Run 1, cells colored by class:
The bar under the picture is 20 µm long. Fill, decap, tap and diode cells in gray.
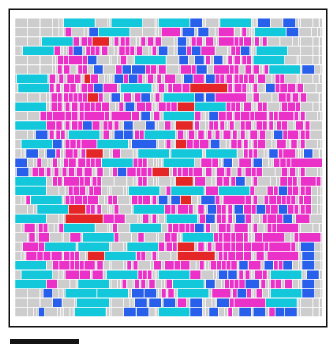
Run 1, metal 2:
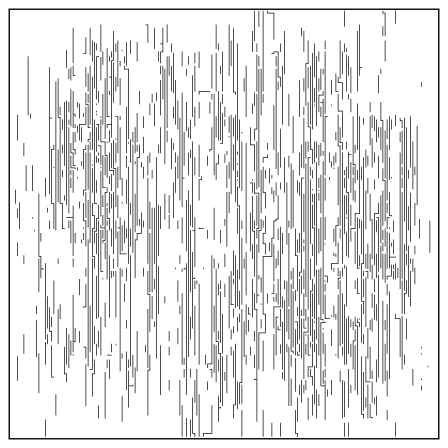
Run 1, sizing map:
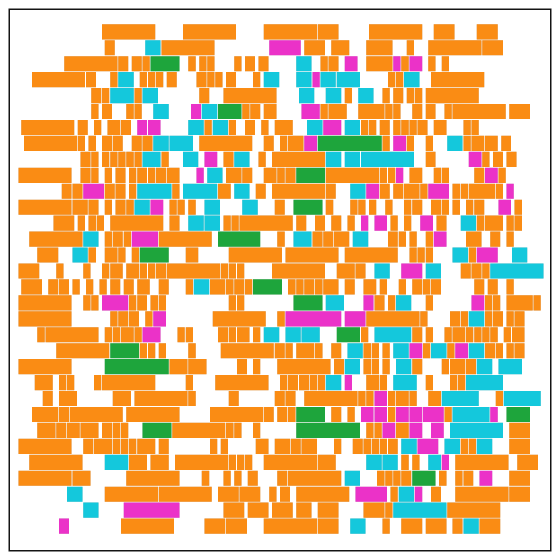
Run 1, gate families picked out:
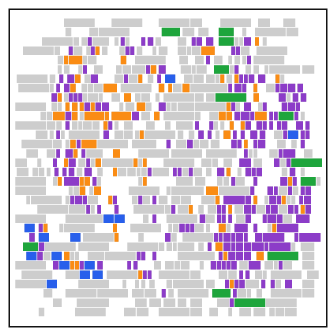
**src/rtl/bcd_multi_digit_timer_if.sv**
```systemverilog
// rtl/bcd_multi_digit_timer_if.sv - control/status bundle for bcd_multi_digit_timer
//
// Groups the timer's control inputs, count/status outputs and display scanner
// outputs into one bundle.
//   master : pin wrapper side (drives controls, observes status/display)
//   slave  : timer side
// Signals:
//   ena, load, start, pause, dir, auto_reload : control strobes/levels
//   preset_in  [4*DIGITS] : BCD preset, digit 0 in [3:0]
//   count_out  [4*DIGITS] : current BCD count
//   time_out, done_pulse, running : status
//   disp_sel [DIGITS], disp_bcd [4] : multiplexed display scan

interface bcd_multi_digit_timer_if #(
  parameter int DIGITS = 2
);
  logic                  ena;
  logic                  load;
  logic                  start;
  logic                  pause;
  logic                  dir;
  logic                  auto_reload;
  logic [4*DIGITS-1:0]   preset_in;
  logic [4*DIGITS-1:0]   count_out;
  logic                  time_out;
  logic                  done_pulse;
  logic                  running;
  logic [DIGITS-1:0]     disp_sel;
  logic [3:0]            disp_bcd;

  modport master (
    output ena, load, start, pause, dir, auto_reload, preset_in,
    input  count_out, time_out, done_pulse, running, disp_sel, disp_bcd
  );

  modport slave (
    input  ena, load, start, pause, dir, auto_reload, preset_in,
    output count_out, time_out, done_pulse, running, disp_sel, disp_bcd
  );
endinterface

```
**src/rtl/bcd_multi_digit_timer.sv**
```systemverilog
// rtl/bcd_multi_digit_timer.sv - N-digit BCD interval timer with display scanner
//
// Counts up (0 -> preset) or down (preset -> 0) in BCD, one step per TICK_DIV
// clocks, with pause/resume and optional auto-reload. A free-running scanner
// presents one digit at a time for a shared 7-segment decoder.
// Ports:
//   clk    : single clock
//   rst_n  : asynchronous active-low reset
//   tmr    : control/status bundle (slave side), see bcd_multi_digit_timer_if

module bcd_multi_digit_timer #(
  parameter int DIGITS    = 2,
  parameter int TICK_DIV  = 10_000_000,
  parameter int SCAN_BITS = 10
) (
  input  logic                     clk,
  input  logic                     rst_n,
  bcd_multi_digit_timer_if.slave   tmr
);

  localparam int W  = 4 * DIGITS;
  localparam int PW = (TICK_DIV > 1) ? $clog2(TICK_DIV) : 1;
  localparam int IW = (DIGITS > 1) ? $clog2(DIGITS) : 1;
  localparam logic [PW-1:0] PRESC_LAST = PW'(TICK_DIV - 1);
  localparam logic [IW-1:0] IDX_LAST   = IW'(DIGITS - 1);

  typedef enum logic [1:0] {
    S_IDLE  = 2'd0,
    S_RUN   = 2'd1,
    S_PAUSE = 2'd2,
    S_DONE  = 2'd3
  } state_e;

  // Per-nibble saturation so a non-BCD preset still yields a legal count range.
  function automatic logic [W-1:0] bcd_clamp(input logic [W-1:0] v);
    logic [W-1:0] r;
    r = '0;
    for (int i = 0; i < DIGITS; i++) begin
      r[4*i +: 4] = (v[4*i +: 4] > 4'd9) ? 4'd9 : v[4*i +: 4];
    end
    return r;
  endfunction

  // Ripple carry across digits: a 9 rolls to 0 and the carry moves on.
  function automatic logic [W-1:0] bcd_inc(input logic [W-1:0] v);
    logic [W-1:0] r;
    logic         c;
    r = v;
    c = 1'b1;
    for (int i = 0; i < DIGITS; i++) begin
      if (c) begin
        if (v[4*i +: 4] >= 4'd9) begin
          r[4*i +: 4] = 4'd0;
        end else begin
          r[4*i +: 4] = v[4*i +: 4] + 4'd1;
          c = 1'b0;
        end
      end
    end
    return r;
  endfunction

  // Ripple borrow across digits: a 0 rolls to 9 and the borrow moves on.
  function automatic logic [W-1:0] bcd_dec(input logic [W-1:0] v);
    logic [W-1:0] r;
    logic         b;
    r = v;
    b = 1'b1;
    for (int i = 0; i < DIGITS; i++) begin
      if (b) begin
        if (v[4*i +: 4] == 4'd0) begin
          r[4*i +: 4] = 4'd9;
        end else begin
          r[4*i +: 4] = v[4*i +: 4] - 4'd1;
          b = 1'b0;
        end
      end
    end
    return r;
  endfunction

  // Timer state
  state_e          state_q, state_d;
  logic [W-1:0]    preset_q, preset_d;
  logic            dir_q, dir_d;
  logic [W-1:0]    count_q, count_d;
  logic [PW-1:0]   presc_q, presc_d;
  logic            time_out_q, time_out_d;
  logic            done_q, done_d;
  logic            running_q, running_d;

  // Scanner state
  logic [SCAN_BITS-1:0] scan_cnt_q, scan_cnt_d;
  logic [IW-1:0]        idx_q, idx_d;
  logic [DIGITS-1:0]    disp_sel_q, disp_sel_d;
  logic [3:0]           disp_bcd_q, disp_bcd_d;

  // Gated controls
  logic         ld, ps, st;
  logic         tick;
  logic [W-1:0] start_val, term_val, stepped, load_preset;

  always_comb begin
    ld          = tmr.ena & tmr.load;
    ps          = tmr.ena & tmr.pause;
    st          = tmr.ena & tmr.start;
    tick        = (presc_q == PRESC_LAST);
    start_val   = dir_q ? preset_q : '0;
    term_val    = dir_q ? '0 : preset_q;
    stepped     = dir_q ? bcd_dec(count_q) : bcd_inc(count_q);
    load_preset = bcd_clamp(tmr.preset_in);
  end

  // Next-state / datapath for the timer FSM. Strict priority load > pause >
  // start: an asserted pause masks start in every state.
  always_comb begin
    state_d  = state_q;
    preset_d = preset_q;
    dir_d    = dir_q;
    count_d  = count_q;
    presc_d  = presc_q;
    done_d   = 1'b0;

    if (ld) begin
      preset_d = load_preset;
      dir_d    = tmr.dir;
      count_d  = tmr.dir ? load_preset : '0;
      presc_d  = '0;
      state_d  = S_IDLE;
    end else if (ps) begin
      // A tick landing on this cycle is dropped: count and prescaler hold.
      if (state_q == S_RUN) state_d = S_PAUSE;
    end else if (st && (state_q == S_IDLE || state_q == S_DONE)) begin
      count_d = start_val;
      presc_d = '0;
      if (start_val == term_val) begin
        state_d = S_DONE;
        done_d  = 1'b1;
      end else begin
        state_d = S_RUN;
      end
    end else if (st && state_q == S_PAUSE) begin
      state_d = S_RUN;
    end else if (state_q == S_RUN) begin
      if (tick) begin
        presc_d = '0;
        // Sitting on the terminal value while running only happens under
        // auto-reload; that tick restores the start value instead of stepping.
        if (count_q == term_val) begin
          count_d = start_val;
        end else begin
          count_d = stepped;
          if (stepped == term_val) begin
            done_d = 1'b1;
            if (!tmr.auto_reload) state_d = S_DONE;
          end
        end
      end else begin
        presc_d = presc_q + PW'(1);
      end
    end

    time_out_d = (state_d == S_DONE);
    running_d  = (state_d == S_RUN);
  end

  // Scanner: the display registers sample the current count and index, so
  // they trail count_out by one cycle.
  always_comb begin
    scan_cnt_d = scan_cnt_q + SCAN_BITS'(1);
    idx_d      = idx_q;
    if (&scan_cnt_q) begin
      idx_d = (idx_q == IDX_LAST) ? '0 : idx_q + IW'(1);
    end
    disp_sel_d = '0;
    disp_bcd_d = 4'd0;
    for (int i = 0; i < DIGITS; i++) begin
      if (idx_q == IW'(i)) begin
        disp_sel_d[i] = 1'b1;
        disp_bcd_d    = count_q[4*i +: 4];
      end
    end
  end

  always_ff @(posedge clk or negedge rst_n) begin
    if (!rst_n) begin
      state_q    <= S_IDLE;
      preset_q   <= '0;
      dir_q      <= 1'b0;
      count_q    <= '0;
      presc_q    <= '0;
      time_out_q <= 1'b0;
      done_q     <= 1'b0;
      running_q  <= 1'b0;
    end else begin
      state_q    <= state_d;
      preset_q   <= preset_d;
      dir_q      <= dir_d;
      count_q    <= count_d;
      presc_q    <= presc_d;
      time_out_q <= time_out_d;
      done_q     <= done_d;
      running_q  <= running_d;
    end
  end

  always_ff @(posedge clk or negedge rst_n) begin
    if (!rst_n) begin
      scan_cnt_q <= '0;
      idx_q      <= '0;
      disp_sel_q <= DIGITS'(1);
      disp_bcd_q <= 4'd0;
    end else begin
      scan_cnt_q <= scan_cnt_d;
      idx_q      <= idx_d;
      disp_sel_q <= disp_sel_d;
      disp_bcd_q <= disp_bcd_d;
    end
  end

  assign tmr.count_out  = count_q;
  assign tmr.time_out   = time_out_q;
  assign tmr.done_pulse = done_q;
  assign tmr.running    = running_q;
  assign tmr.disp_sel   = disp_sel_q;
  assign tmr.disp_bcd   = disp_bcd_q;

endmodule

```
**src/flat_wrapper.sv**
```systemverilog
// flat-port wrapper written by rule: the top's interface ports become plain ports
module bcd_multi_digit_timer_flat 
#(
  parameter int DIGITS    = 2,
  parameter int TICK_DIV  = 10_000_000,
  parameter int SCAN_BITS = 10
)
  (clk, rst_n, tmr_ena, tmr_load, tmr_start, tmr_pause, tmr_dir, tmr_auto_reload, tmr_preset_in, tmr_count_out, tmr_time_out, tmr_done_pulse, tmr_running, tmr_disp_sel, tmr_disp_bcd);
  bcd_multi_digit_timer_if #(.DIGITS(DIGITS)) tmr_i ();
  input  logic clk;
  input  logic rst_n;
  input wire logic [$bits(tmr_i.ena)-1:0] tmr_ena;
  input wire logic [$bits(tmr_i.load)-1:0] tmr_load;
  input wire logic [$bits(tmr_i.start)-1:0] tmr_start;
  input wire logic [$bits(tmr_i.pause)-1:0] tmr_pause;
  input wire logic [$bits(tmr_i.dir)-1:0] tmr_dir;
  input wire logic [$bits(tmr_i.auto_reload)-1:0] tmr_auto_reload;
  input wire logic [$bits(tmr_i.preset_in)-1:0] tmr_preset_in;
  output wire logic [$bits(tmr_i.count_out)-1:0] tmr_count_out;
  output wire logic [$bits(tmr_i.time_out)-1:0] tmr_time_out;
  output wire logic [$bits(tmr_i.done_pulse)-1:0] tmr_done_pulse;
  output wire logic [$bits(tmr_i.running)-1:0] tmr_running;
  output wire logic [$bits(tmr_i.disp_sel)-1:0] tmr_disp_sel;
  output wire logic [$bits(tmr_i.disp_bcd)-1:0] tmr_disp_bcd;
  assign tmr_i.ena = tmr_ena;
  assign tmr_i.load = tmr_load;
  assign tmr_i.start = tmr_start;
  assign tmr_i.pause = tmr_pause;
  assign tmr_i.dir = tmr_dir;
  assign tmr_i.auto_reload = tmr_auto_reload;
  assign tmr_i.preset_in = tmr_preset_in;
  assign tmr_count_out = tmr_i.count_out;
  assign tmr_time_out = tmr_i.time_out;
  assign tmr_done_pulse = tmr_i.done_pulse;
  assign tmr_running = tmr_i.running;
  assign tmr_disp_sel = tmr_i.disp_sel;
  assign tmr_disp_bcd = tmr_i.disp_bcd;
  bcd_multi_digit_timer #(.DIGITS(DIGITS), .TICK_DIV(TICK_DIV), .SCAN_BITS(SCAN_BITS)) u_core (.clk(clk), .rst_n(rst_n), .tmr(tmr_i));
endmodule
```
**config.mk**
```make
export PLATFORM = sky130hd
export DESIGN_NAME = bcd_multi_digit_timer_flat
export DESIGN_NICKNAME = d
export VERILOG_FILES = /design/src/rtl/bcd_multi_digit_timer_if.sv /design/src/rtl/bcd_multi_digit_timer.sv /design/src/flat_wrapper.sv
export SDC_FILE = /design/constraint.sdc
export NUM_CORES = 1
export LEC_CHECK = 0
export ABC_AREA = 1
export CORE_UTILIZATION = 50
export DETAILED_ROUTE_END_ITERATION = 8
export PLACE_DENSITY_LB_ADDON = 0.12
export SYNTH_ARGS = -nofsm -noshare
export SYNTH_HDL_FRONTEND = slang
export SYNTH_SLANG_ARGS = --single-unit
```
**constraint.sdc**
```tcl
create_clock -name clk -period 2.2 [get_ports clk]
set_clock_uncertainty 0.05 [all_clocks]
set_input_delay 0.55 -clock clk [delete_from_list [all_inputs] [get_ports clk]]
set_output_delay 0.55 -clock clk [all_outputs]
set_load 0.005 [all_outputs]
```
==> notes.md, run 1 <==
Results of the run.

In this run, power in flip-flops and latches comes to 1480 µW. The final critical path time including I/O delays and setup is 2.17 ns. Synthesis produced a netlist with a net count of 604. The via-per-instance ratio is 5.50. Together, buffers and inverters on the worst path number 2.

The run finished with clean final reports. The number of non-clock inverters is 84. The first global-routing pass estimated 18300 µm of wire.

The power report lists the clock group at 1250 µW. The post-place setup slack is -0.361 ns. The dominant kind of combinational cell is simple AND/OR/NAND/NOR gates. The die is 92.1 µm wide.

The layout cell share with drive strength beyond 1 is 23.5%. Setup total negative slack on the finished layout was measured at 0 ns. 33 I/O pins were placed.

Endpoints with negative setup slack in the final report add up to 0. The tree is rooted in a sky130_fd_sc_hd__clkbuf_8. Listed in order, past its start point the critical path passes inv_1, ha_4, nor2_4, nor2_2, o21ai_2, o21ai_2, clkinv_2, nand2_2, nor3_4, nand4_2, or3_4, a21oi_2. Counting flops with an async set or reset pin after synthesis yields a share of 100%. Post-route period utilization is reported as 98.7%. The yosys synthesis chip area is 0.00406 mm². After detailed routing, the wire length on met1 is 4940 µm.

The number of buffers added by the clock tree synthesis step is 9. The hold-fix buffer count after cts is 0. Per the repair_timing log after CTS, setup buffers inserted total 1. The via count of the first global-routing pass is 3958. The total number of yosys warnings is 0. The clock network contribution to total cell area is 4.49%. The share of synthesized cell area in and-or and or-and compound cells is 11.0%. The largest registers in the layout are u_core.presc_q x24, u_core.scan_cnt_q x10. In the post-synthesis netlist, the biggest area contributors are sky130_fd_sc_hd__dfrtp_1 (38%), sky130_fd_sc_hd__nand2_1 (14%), sky130_fd_sc_hd__inv_1 (7.1%). The cell count in the Yosys report is 576. Yosys reports that the leading cell type by area covers 38.2% of the netlist area. The achievable frequency is 461 MHz. Of the total power, combinational logic draws 50.4%. The register with the most flip-flops in the layout has 24 of them.

The group with the largest share of power is combinational cells. In this run, power in combinational logic comes to 2780 µW. Once detail routing completed, the nets flagged for antenna violations numbered 0.

The power per cell area is 1010 mW/mm². The kind of launch point of the worst setup path is a register. The detailed-router iteration count before antenna repair is 5. The worst setup path is captured at a register. For reference, XOR and XNOR gates occupy 3.02% of the area reported after synthesis.

The antenna diode instance count is 0. Per the layout report, the design carries 9 clock buffers. The smallest hold slack is 0.144 ns. Entering global routing, the biggest net connects 38 pins.

The registers of the reported paths see a clock transition of 0.08 ns. For this design the total switching power over the nets is 2180 µW. The placement summary gives the final routability congestion estimate as 0.949. The final number of max-transition violations is 0.

The worst-path cell with the longest stage delay is sky130_fd_sc_hd__or3_4. According to the hold report, the worst path is of the input pin to asynchronous set/reset pin type. The gate count after technology mapping is 576.

Dividing the detail-routed wire length by the instance count gives 14.8 µm. The combinational cell area excluding buffers and inverters is 0.00235 mm². Once iteration 0 of detailed routing completed, the report listed 306 DRC markers. The fraction of area in non-clock buffers is 15.4%.

For reference, the most critical setup path is categorized as register to register. The post-synthesis register bit count is 63.
Back to the opening pictures, 'cells colored by class':
clock drivers and dummy loads -> red  # cells 16, share of their area 4.6%
combinational and other logic -> magenta  # cells 500, share of their area 50%
flops -> cyan  # cells 63, share of their area 30%
other buffers and delay cells -> blue  # cells 99, share of their area 16%
placeable core region: 0.00781 mm²
sequential share of cell area: 28.9%
post-route cell area: 0.00547 mm²
site row count: 32

Back to the opening pictures, 'metal 2':
main direction = vertical
wire length on this layer = 5720 µm
share of all routed wire = 49%
met2 track utilization from global routing: 47.3%
Detailed Route WL: 11600 µm
routed vias: 4288

Back to the opening pictures, 'sizing map':
_0 and _1 cells -> orange  # cells 519, share 77%
_3 and _4 cells -> cyan  # cells 85, share 13%
_2 cells -> magenta  # cells 57, share 8.4%
_6 and larger -> green  # cells 17, share 2.5%
setup slack after layout: 0.0287 ns
layout buffer count excluding clock buffers: 99

Back to the opening pictures, 'gate families picked out':
NOR gates -> orange  # cells 80, most used nor2_1
adder and majority cells -> green  # cells 12, most used ha_1
NAND gates -> purple  # cells 227, most used nand2_1
XOR/XNOR gates -> blue  # cells 14, most used xor2_1
dominant logic cell type in the layout: sky130_fd_sc_hd__nand2_1
multi-input gate share of the layout cell area: 43.0%

-- run 1: worst paths after layout --
kind / from / endpoint / slack (ns) / depth (start not counted)
hold / removal: rst_n / u_core.scan_cnt_q[5] / 0.14 / 2
hold reg to reg: u_core.scan_cnt_q[0] / u_core.scan_cnt_q[0] / 0.43 / 1
setup / recovery: u_core.state_q[0] / u_core.presc_q[22] / 0.03 / 12
max in group asynchronous: rst_n / u_core.dir_q / 1.51 / 2
setup reg to reg: u_core.state_q[0] / u_core.presc_q[22] / 0.03 / 12
min in group clk: u_core.scan_cnt_q[0] / u_core.scan_cnt_q[0] / 0.43 / 1
-- run 1: routing by layer --
layer | GRT usage, % | vias up
li1 | - | 2072
met1 | 35.2 | 2024
met2 | 47.3 | 166
met3 | 3.23 | 26
met4 | 11.7 | 0
met5 | 0 | -
==> inputs of run 2 (changes only) <==
--- a/config.mk
+++ b/config.mk
@@ -9,6 +9,7 @@
 export CORE_UTILIZATION = 50
 export DETAILED_ROUTE_END_ITERATION = 8
 export PLACE_DENSITY_LB_ADDON = 0.12
+export SLEW_MARGIN = 20
 export SYNTH_ARGS = -nofsm -noshare
 export SYNTH_HDL_FRONTEND = slang
 export SYNTH_SLANG_ARGS = --single-unit
==> constraint.sdc (replaced) <==
create_clock -name clk -period 2.7 [get_ports clk]
set_clock_uncertainty 0.05 [all_clocks]
set_input_delay 0.675 -clock clk [delete_from_list [all_inputs] [get_ports clk]]
set_output_delay 0.675 -clock clk [all_outputs]
set_load 0.005 [all_outputs]
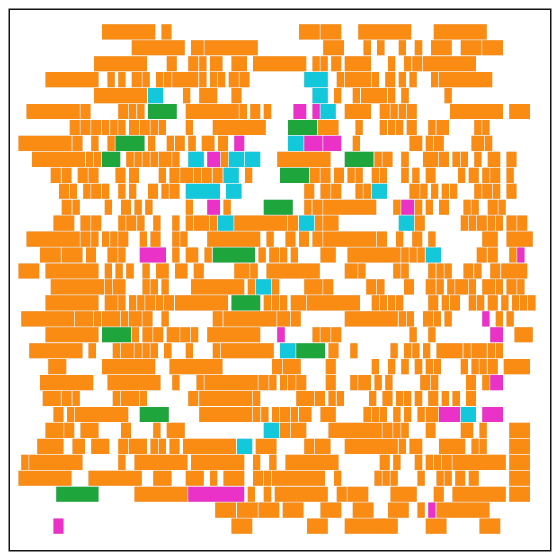
Run 2: sizing map
_3 and _4 cells -> cyan  # cells 21, share 3.3%
_6 and larger -> green  # cells 13, share 2.1%
_2 cells -> magenta  # cells 19, share 3.0%
_0 and _1 cells -> orange  # cells 574, share 92%
post-route cell area: 0.00476 mm²
layout buffer count excluding clock buffers: 50

==> run 2 against run 1 <==
  * Cell count is 6.5% lower
  * Maximum frequency is 11% lower
  * Area after synthesis stayed put
  * Worst setup slack better by 0.24 ns
  * Synthesized cell count stayed put
  * Register-to-register slack better by 0.24 ns
  * Worst hold slack better by 0.15 ns
  * Utilization is 9.0 points lower
  * Sequential share of layout area is 4.2 points higher
  * Clock power is 41% lower
  * Sequential power is 16% lower
  * Wire length is 13% lower
  * Critical path type unchanged
  * Largest cell class unchanged
  * Largest power group unchanged
==> notes.md, run 2 <==
Results of the run.

The site row count is 32 (unchanged). The via count of the first global-routing pass is 3661 (was 3958). The final setup violation count came to 0 (unchanged).

The aggregate routed wire length is 10100 µm (was 11600 µm). The post-route worst setup slack is 0.272 ns (was 0.0287 ns). The xor-xnor portion of the synthesized cell area is 3.02% (unchanged). The achievable frequency is 412 MHz (was 461 MHz).

The sum of negative setup slack is 0 ns (unchanged). The critical path buffer and inverter count is 3 (was 2). The routability congestion estimate from global placement is 0.990 (was 0.949).

The wire length of the first global-routing pass was 17100 µm (was 18300 µm). The number of antenna-violating nets in the routed design was 0 (unchanged). The share of synthesized cell area in and-or and or-and compound cells is 11.0% (unchanged). The combinational power share came to 44.5% (was 50.4%). The clock network contribution to total cell area is 3.62% (was 4.49%). The antenna diode instance count is 0 (unchanged). The register clock-pin slew on the reported worst setup and hold paths is 0.08 ns (about the same).

The core footprint was 0.00781 mm² (unchanged). The setup fix buffers added after clock tree synthesis is 0 (was 1). The total number of vias is 3913 (was 4288). The combinational cell area excluding buffers and inverters is 0.00210 mm² (was 0.00235 mm²). The number of non-clock inverters came to 83 (was 84). The ratio of final minimum period to clock period is 89.9% (was 98.7%). Outcome: complete, no violations (unchanged). The fraction of area in non-clock buffers is 9.98% (was 15.4%).

The flip-flop count of the largest register, all copies and words added is 24 (unchanged). The kind of path behind the tightest hold check is input pin to asynchronous set/reset pin (unchanged). The post-place setup slack is -0.0113 ns (was -0.361 ns). The master cell of the clock root buffer is sky130_fd_sc_hd__clkbuf_8 (unchanged). The kind of launch point of the worst setup path is a register (unchanged). The met3 layer usage reported by global route is 4.31% (was 3.23%). The async set-reset flop share out of synthesis is 100% (unchanged). The largest net degree at the start of global routing is 29 (was 38).

The layout cell share with drive strength beyond 1 came to 8.45% (was 23.5%). Top flop regs: u_core.presc_q x24, u_core.scan_cnt_q x10 (unchanged). The dominant kind of combinational cell was simple AND/OR/NAND/NOR gates (unchanged).

The reg2reg setup slack came to 0.27 ns (was 0.03 ns). The yosys synthesis chip area came to 0.00406 mm² (unchanged). The cell count in the Yosys report is 576 (unchanged). The busiest layer in global routing is met2 (unchanged). CP cell instances: ha_1, nand4_1, nor2_1, inv_1, nor3_1, nor3_1, nor2_1, inv_1, buf_12, a31oi_1, a22oi_1 (was inv_1, ha_4, nor2_4, nor2_2, o21ai_2, o21ai_2, clkinv_2, nand2_2, nor3_4, nand4_2, or3_4, a21oi_2).

The switching power is 1500 µW (was 2180 µW). The number of nets in the synthesized netlist is 604 (unchanged). The met1 track demand over resource in global routing is 34.8% (was 35.2%).

The count of routing violations after the opening detailed-route iteration is 272 (was 306). The clock tree buffer count of the final layout is 11 (was 9). The met2 layer usage reported by global route is 42.5% (was 47.3%).
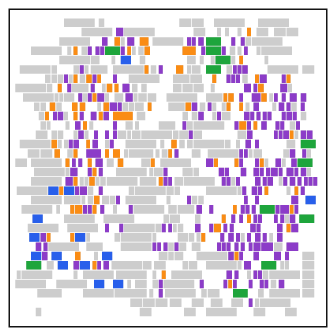
Run 2: gate families picked out
NOR gates -> orange  # cells 80, most used nor2_1
XOR/XNOR gates -> blue  # cells 14, most used xor2_1, where lower left
NAND gates -> purple  # cells 227, most used nand2_1
adder and majority cells -> green  # cells 12, most used ha_1
multi-input gate share of the layout cell area: 44.0%
number of standard cells in the layout, taps in and fillers out: 729

run 2: cell counts after synthesis:
No cell type changed its count.
run 2: path summary, 6_finish.rpt:
path                       cells after the start                      end                 start
setup / recovery                              11  u_core.tmr.count_out[3]     u_core.presc_q[0]
hold reg to reg                                1     u_core.scan_cnt_q[0]  u_core.scan_cnt_q[0]
setup reg to reg                              11  u_core.tmr.count_out[3]     u_core.presc_q[0]
max in group asynchronous                      2   u_core.tmr.disp_sel[0]                 rst_n
hold / removal                                 1        u_core.presc_q[4]                 rst_n
min in group clk                               1     u_core.scan_cnt_q[0]  u_core.scan_cnt_q[0]
Power and IR drop assume default switching activity.
